<file path="src/rtl/regfile_write_queue.sv">
// Buffered writer for the register file's single write port: an in-order FIFO
// drained one entry per cycle, with a forwarding view of not-yet-committed writes.
module regfile_write_queue #(
   parameter int size  = 32,
   parameter int DEPTH = 4
) (
   input  logic                      clk,
   input  logic                      rst_n,
   input  logic                      in_valid,
   output logic                      in_ready,
   input  logic [4:0]                in_reg,
   input  logic [size-1:0]           in_data,
   input  logic                      drain_en,
   output logic                      reg_write,
   output logic [4:0]                write_register,
   output logic [size-1:0]           write_data,
   input  logic [4:0]                read_reg_1,
   input  logic [4:0]                read_reg_2,
   output logic                      fwd_hit_1,
   output logic [size-1:0]           fwd_data_1,
   output logic                      fwd_hit_2,
   output logic [size-1:0]           fwd_data_2,
   output logic [$clog2(DEPTH):0]    count
);

   localparam int PW = $clog2(DEPTH);
   localparam int CW = PW + 1;
   localparam logic [CW-1:0] FULL = CW'(DEPTH);

   logic [4:0]      regMemQ  [DEPTH];
   logic [size-1:0] dataMemQ [DEPTH];

   logic [PW-1:0]   rdPtrQ, rdPtrD;
   logic [PW-1:0]   wrPtrQ, wrPtrD;
   logic [CW-1:0]   countQ, countD;
   logic            outValidQ, outValidD;
   logic [4:0]      outRegQ, outRegD;
   logic [size-1:0] outDataQ, outDataD;
   logic            push;
   logic            pop;
   logic [PW-1:0]   fwdIdx;

   assign in_ready = rst_n && (countQ < FULL);
   assign push     = in_valid && in_ready;
   assign pop      = drain_en && (countQ != '0);

   assign reg_write      = outValidQ;
   assign write_register = outRegQ;
   assign write_data     = outDataQ;
   assign count          = countQ;

   always_comb begin
      rdPtrD    = rdPtrQ;
      wrPtrD    = wrPtrQ;
      countD    = countQ;
      outValidD = 1'b0;
      outRegD   = outRegQ;
      outDataD  = outDataQ;
      if (push) begin
         wrPtrD = wrPtrQ + 1'b1;
      end
      if (pop) begin
         rdPtrD    = rdPtrQ + 1'b1;
         outValidD = 1'b1;
         outRegD   = regMemQ[rdPtrQ];
         outDataD  = dataMemQ[rdPtrQ];
      end
      case ({push, pop})
         2'b10:   countD = countQ + 1'b1;
         2'b01:   countD = countQ - 1'b1;
         default: countD = countQ;
      endcase
   end

   always_ff @(posedge clk) begin
      if (!rst_n) begin
         rdPtrQ    <= '0;
         wrPtrQ    <= '0;
         countQ    <= '0;
         outValidQ <= 1'b0;
         outRegQ   <= '0;
         outDataQ  <= '0;
      end else begin
         rdPtrQ    <= rdPtrD;
         wrPtrQ    <= wrPtrD;
         countQ    <= countD;
         outValidQ <= outValidD;
         outRegQ   <= outRegD;
         outDataQ  <= outDataD;
      end
   end

   // Payload storage needs no reset; occupancy alone decides which slots are live.
   always_ff @(posedge clk) begin
      if (push) begin
         regMemQ[wrPtrQ]  <= in_reg;
         dataMemQ[wrPtrQ] <= in_data;
      end
   end

   // Scan oldest to youngest so later matches override: output stage first, then head to tail-1.
   always_comb begin
      fwd_hit_1  = 1'b0;
      fwd_data_1 = '0;
      fwd_hit_2  = 1'b0;
      fwd_data_2 = '0;
      fwdIdx     = rdPtrQ;
      if (outValidQ && (outRegQ == read_reg_1)) begin
         fwd_hit_1  = 1'b1;
         fwd_data_1 = outDataQ;
      end
      if (outValidQ && (outRegQ == read_reg_2)) begin
         fwd_hit_2  = 1'b1;
         fwd_data_2 = outDataQ;
      end
      for (int k = 0; k < DEPTH; k++) begin
         fwdIdx = rdPtrQ + PW'(k);
         if (CW'(k) < countQ) begin
            if (regMemQ[fwdIdx] == read_reg_1) begin
               fwd_hit_1  = 1'b1;
               fwd_data_1 = dataMemQ[fwdIdx];
            end
            if (regMemQ[fwdIdx] == read_reg_2) begin
               fwd_hit_2  = 1'b1;
               fwd_data_2 = dataMemQ[fwdIdx];
            end
         end
      end
   end

endmodule

</file>
<file path="config.mk">
export PLATFORM = sky130hd
export DESIGN_NAME = regfile_write_queue
export DESIGN_NICKNAME = d
export VERILOG_FILES = /design/src/rtl/regfile_write_queue.sv
export SDC_FILE = /design/constraint.sdc
export NUM_CORES = 1
export LEC_CHECK = 0
export CAP_MARGIN = 10
export CELL_PAD_IN_SITES_DETAIL_PLACEMENT = 0
export CELL_PAD_IN_SITES_GLOBAL_PLACEMENT = 1
export CORE_MARGIN = 10
export CORE_UTILIZATION = 34
export DETAILED_ROUTE_END_ITERATION = 8
export GPL_TIMING_DRIVEN = 1
export PLACE_DENSITY = 0.77
export SLEW_MARGIN = 20
export SYNTH_ARGS = -nofsm -noshare
export SYNTH_HDL_FRONTEND = slang
export SYNTH_SLANG_ARGS = --single-unit
</file>
<file path="constraint.sdc">
create_clock -name clk -period 3.7 [get_ports clk]
set_clock_uncertainty 0.05 [all_clocks]
set_input_delay 1.11 -clock clk [delete_from_list [all_inputs] [get_ports clk]]
set_output_delay 1.11 -clock clk [all_outputs]
set_load 0.01 [all_outputs]
</file>
Fig. 1: run 1, track usage over the die
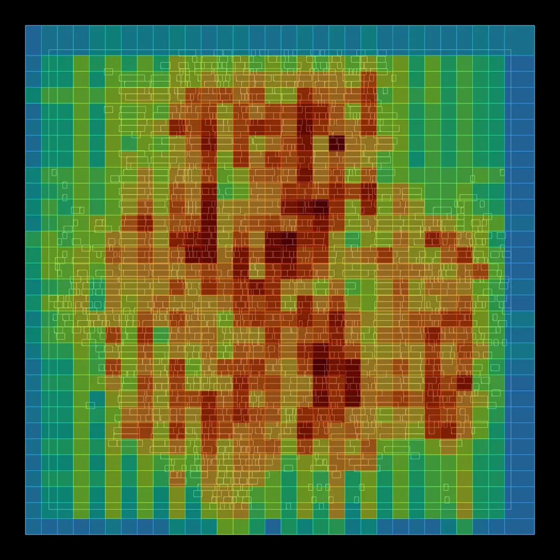
routing usage on met3: 0.0550
final core utilization: 0.511
GR Util met2: 0.340

Fig. 2: run 1, metal 3
Bar = 50 um.
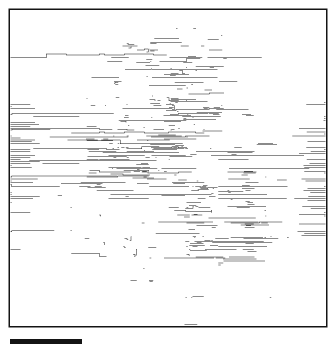
- wire length on this layer: 5100 um
- nets with wire on the layer: 252
- share of all routed wire: 9.9%
- main direction: horizontal
DR vias: 12000
Post-Route WL: 51700 um

Fig. 3: run 1, signal wires on met2
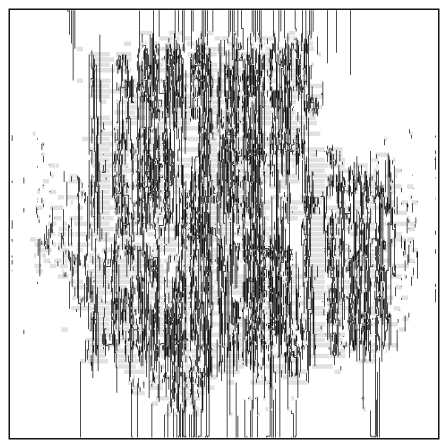
- main direction: vertical
- longest straight run: 72.1 um
- nets with wire on the layer: 1322
- wire length on this layer: 25.3 mm
- share of all routed wire: 49%

==> results.sh, run 1 <==
# physical design summary
export IMPL_critPathCapture="fwd_data_1[31]"
export IMPL_cts_setup_buffers=47
export IMPL_cellPowerDensity_nw_per_um2=456
export IMPL_clock_fmax_mhz=224
export IMPL_ff_type="edfxtp_1"
export IMPL_p_leak_nw=7.00
export IMPL_die_h_um=220
export IMPL_wl_per_cell_um=26.3
export IMPL_critical_path_peak_fanout=10
export IMPL_grt_max_degree=66
export IMPL_rsz0062_at_grt="true"
export IMPL_area_delta_synth_final_pct=49.2
export IMPL_top_layer_used="met5"
export IMPL_status="finished, violations left"
export IMPL_required_ps=2540
export IMPL_peakVddDrop_mv=0.353
export IMPL_lay_top_cells="148 x edfxtp_1, 144 x mux4_2, 131 x buf_4"
export IMPL_synth_adder_area_share=0.00829
export IMPL_synth_area_per_cell_sq_um=12.1
export IMPL_post_route_period_util=1.21
export IMPL_largest_register="dataMemQ"
export IMPL_dr_wl_met3_um=5100
export IMPL_r2r_end="rdPtrQ[1]$_SDFFE_PN0P_"
export IMPL_ys_top_cells_by_area="edfxtp_1 33%, mux4_2 24%, dfxtp_1 6.9%"
export IMPL_gp_congestion=0.885
export IMPL_violations="negative setup slack"
export IMPL_clk_pin_slew_ps=60
export IMPL_num_nets_final=1485
export IMPL_cp_data_arrival_time_ps=3300
export IMPL_synth_cell_types=53
export IMPL_final_cell_area_sq_um=20300
export IMPL_drv_slew=0
export IMPL_postSynth_asyncResetShare=0
export IMPL_lay_top_count="edfxtp_1"
export IMPL_top_usage_layer="met2"
export IMPL_regToRegStartpoint="count[0]$_SDFFE_PN0P_"
export IMPL_grt_overflow_total=0
export IMPL_critPathKind="flop to primary output"
export IMPL_common_cells="148 x edfxtp_1, 144 x mux4_2, 115 x nand2_1"
export IMPL_synth_flops=195
export IMPL_die_w_um=220
export IMPL_reg2reg_depth=10
export IMPL_pin_count=159
export IMPL_cp_top_family="buffers and inverters"
export IMPL_ant_nets=0
export IMPL_hold_depth=2
export IMPL_ys_sh_xor=0.0367
export IMPL_synth_compound_area_share=0.151
export IMPL_top_logic_kind="multiplexers"
export IMPL_cts_buffers=17
export IMPL_synth_net_count=1185
export IMPL_cts_resized_gates=480
export IMPL_crit_buf_inv=5
export IMPL_top_area_cell="edfxtp_1"
export IMPL_via_per_inst=6.11
export IMPL_core_area_sq_um=39600
export IMPL_antenna_found_initial=2
export IMPL_max_stage_delay_ps=580
export IMPL_clockBufferDepth=2
export IMPL_yosysSeqAreaShare=0.396
export IMPL_timing_final_setup_violations=66
export IMPL_h_tree_depth=4
export IMPL_cts_sinks=195
export IMPL_insertion_delay_ps=460
export IMPL_met2_length_um=25300
export IMPL_wl_met1_um=19300
export IMPL_regToRegSetupSlack_ps=1470
export IMPL_min_path_type="flop to flop"
export IMPL_synth_warnings=0
export IMPL_drv_cap=0
export IMPL_critPathCaptureType="primary output"
export IMPL_dr_pass1_iters=5
export IMPL_relSlewSlack=0.557
export IMPL_setup_slack_ps=-760
export IMPL_cts_hold_buf=0
export IMPL_cp_slowest_cell="mux4_2"
export IMPL_place_area_sq_um=17500
export IMPL_holdCritStartpoint="wrPtrQ[1]$_SDFFE_PN0P_"
export IMPL_port_buffers=158
export IMPL_edf_count=148
export IMPL_openroad_warnings=35
export IMPL_dp_hpwl_um=32000
export IMPL_hold_viol=0
export IMPL_drive_gt1_frac=0.498
export IMPL_simple_gate_share=0.103
export IMPL_worst_slew_pin_slew_ps=664
export IMPL_synth_top_area_share=0.327
export IMPL_grt_use_total=0.207
export IMPL_drc=0
export IMPL_period_minus_slack_ps=4460
export IMPL_mux_area_frac=0.250
export IMPL_grt_pass1_wl_um=75500
export IMPL_gr_usage_met1=0.250
export IMPL_synth_stat_cells=1125
run 1: cell type report:
type | count | area, sq um
multi-input combinational | 768 | 9230
tap | 525 | 657
inverter | 40 | 150
sequential | 195 | 5400
fill | 3297 | 19400
antenna | 1 | 2.50
clock buffer | 17 | 425
clock inverter | 15 | 155
timing repair buffer | 403 | 4260
run 1: report_power, final:
| part | switching, mW | leakage [nW] | total, mW | internal [mW] |
|---|---|---|---|---|
| logic | 2.31 | 4.98 | 4.54 | 2.23 |
| clock network | 0.884 | 0.283 | 1.88 | 1.00 |
| registers | 0.267 | 1.73 | 2.82 | 2.55 |
run 1: per-stage QoR:
stage               hold WS (ps)  instances  setup TNS (ps)
global route                 487       1963          -46350
global placement             433       1844          -81080
CTS                          459       1931          -42020
detailed placement           447       1844          -81760
floorplan                    419       1125            -632
finish                       457       1964          -42010
## Run 2: what changed since run 1
Settings changed: CTS_BUF_LIST set to sky130_fd_sc_hd__clkbuf_8, CTS_CLUSTER_SIZE set to 12.
Fig. 4: run 2, metal 3
Bar = 50 um.
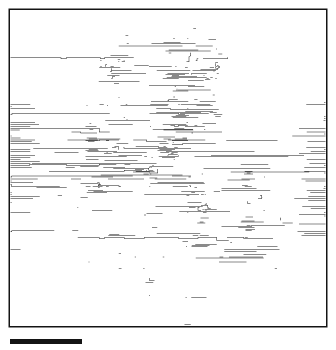
- main direction: horizontal
- nets with wire on the layer: 221
- wire length on this layer: 4770 um
routing usage on met3: 0.0583
Post-Route WL: 50300 um
DR vias: 11800

==> run 2 against run 1 <==
  * The flow still finishes with violations (negative setup slack)
  * Sequential share of layout area grew 0.74 points
  * Register-to-register slack lost 20 ps
  * Non-clock buffer count shrank 18
  * Sequential power is essentially flat
  * Combinational power shrank 2%
  * Critical path depth grew 2
  * Setup slack gained 4.2 ps
  * Highest routed layer unchanged
==> results.sh, run 2 <==
# physical design summary
export IMPL_regToRegStartpoint="count[1]$_SDFFE_PN0P_"
export IMPL_dr_pass1_iters=7
export IMPL_lay_top_count="edfxtp_1"
export IMPL_cts_sinks=195
export IMPL_place_area_sq_um=17500
export IMPL_finalSetupTns_ps=-42940
export IMPL_top_layer_used="met5"
export IMPL_wl_per_cell_um=25.8
export IMPL_drv_slew=0
export IMPL_period_minus_slack_ps=4460
export IMPL_use_met2=0.338
export IMPL_largest_register_ff_count=128
export IMPL_grt_max_degree=66
export IMPL_postSynth_asyncResetShare=0
export IMPL_antenna_found_initial=2
export IMPL_dp_cells=1844
export IMPL_h_tree_depth=4
export IMPL_cp_top_family="buffers and inverters"
export IMPL_top_logic_kind="multiplexers"
export IMPL_critPathCaptureType="primary output"
export IMPL_synth_cell_types=53
export IMPL_cellPowerDensity_nw_per_um2=440
export IMPL_drive_gt1_frac=0.484
export IMPL_synth_compound_area_share=0.151
export IMPL_grt_use_total=0.203
export IMPL_via_per_inst=6.08
export IMPL_crit_buf_inv=7
export IMPL_pin_count=159
export IMPL_critPathKind="flop to primary output"
export IMPL_openroad_warnings=35
export IMPL_peakVddDrop_mv=0.298
export IMPL_p_switching_mw=3.34
export IMPL_pg_comb_mw=4.45
export IMPL_rsz0062_at_grt="true"
export IMPL_core_area_sq_um=39600
export IMPL_mux_area_frac=0.250
export IMPL_top_area_cell="edfxtp_1"
export IMPL_wl_met1_um=18800
export IMPL_combPwrFrac=0.512
export IMPL_clockBufferDepth=2
export IMPL_num_nets_final=1467
export IMPL_cts_setup_buffers=45
export IMPL_critical_path_peak_fanout=7
export IMPL_port_buffers=158
export IMPL_top_usage_layer="met2"
export IMPL_cts_hold_buf=0
export IMPL_violations="negative setup slack"
export IMPL_synth_top_area_share=0.327
export IMPL_dr_wl_met3_um=4770
export IMPL_drc=0
export IMPL_ff_type="edfxtp_1"
export IMPL_cp_data_arrival_time_ps=3300
export IMPL_relSlewSlack=0.557
export IMPL_worst_slew_pin_slew_ps=665
export IMPL_timing_final_setup_violations=66
export IMPL_gp_congestion=0.885
export IMPL_cts_resized_gates=454
export IMPL_die_w_um=220
export IMPL_drv_cap=0
export IMPL_post_layout_nonfiller_instances=1946
export IMPL_clkPwrFrac=0.164
export IMPL_max_stage_delay_ps=580
export IMPL_area_delta_synth_final_pct=45.1
export IMPL_top_power_group="combinational cells"
export IMPL_clock_fmax_mhz=224
export IMPL_setup_slack_ps=-756
export IMPL_edf_count=148
export IMPL_cts_buffers=17
export IMPL_required_ps=2540
export IMPL_synth_stat_cells=1125
export IMPL_regToRegSetupSlack_ps=1450
export IMPL_ant_nets=0
export IMPL_cp_slowest_cell="mux4_2"
export IMPL_seq_power_share=0.323
export IMPL_post_route_period_util=1.20
export IMPL_clk_pin_slew_ps=90
export IMPL_timing_hold_ws_ps=460
export IMPL_simple_gate_share=0.103
export IMPL_insertion_delay_ps=510
export IMPL_yosysSeqAreaShare=0.396
export IMPL_common_cells="148 x edfxtp_1, 144 x mux4_2, 115 x nand2_1"
export IMPL_min_path_type="flop to flop"
export IMPL_synth_flops=195
export IMPL_status="finished, violations left"
export IMPL_ys_sh_xor=0.0367
export IMPL_hold_viol=0
export IMPL_synth_area_per_cell_sq_um=12.1
export IMPL_largest_register="dataMemQ"
export IMPL_ys_top_cells_by_area="edfxtp_1 33%, mux4_2 24%, dfxtp_1 6.9%"
export IMPL_holdCritStartpoint="wrPtrQ[1]$_SDFFE_PN0P_"
export IMPL_hold_depth=2
export IMPL_grt_pass1_wl_um=74200
Fig. 5: run 2, register map, names as in the netlist
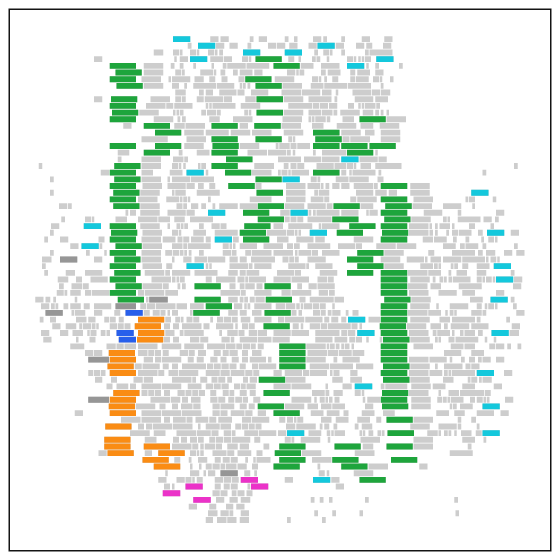
- orange: regMemQ (flops 20; where lower left)
- blue: count (flops 3)
- cyan: write_data (flops 32)
- green: dataMemQ (flops 128)
- magenta: write_register (flops 5)
- not coloured: 7
final core utilization: 0.498
seq pwr: 2.81 mW
sequential share of cell area: 0.274
register area: 5400 sq um

==> run 2: layout make-up <==
| cell class | count | area [sq um] |
|---|---|---|
| Antenna cell | 1 | 2.50 |
| Clock inverter | 15 | 155 |
| Sequential cell | 195 | 5400 |
| Fill cell | 3391 | 19900 |
| Clock buffer | 17 | 234 |
| Timing Repair Buffer | 385 | 4010 |
| Tap cell | 525 | 657 |
| Multi-Input combinational cell | 768 | 9120 |
| Inverter | 40 | 150 |
==> run 2: worst max path at each step <==
| stage | slack [ps] | to |
|---|---|---|
| 2_1_floorplan | -20 | fwd_data_2[25] |
| 5_1_grt | -840 | fwd_data_2[7] |
| 3_3_place_gp | -1320 | fwd_data_2[30] |
| 6_report | -760 | fwd_data_2[7] |
| 3_5_place_dp | -1340 | fwd_data_1[31] |
| 4_1_cts | -810 | fwd_data_2[7] |
Power is estimated from default activity; no workload was simulated.
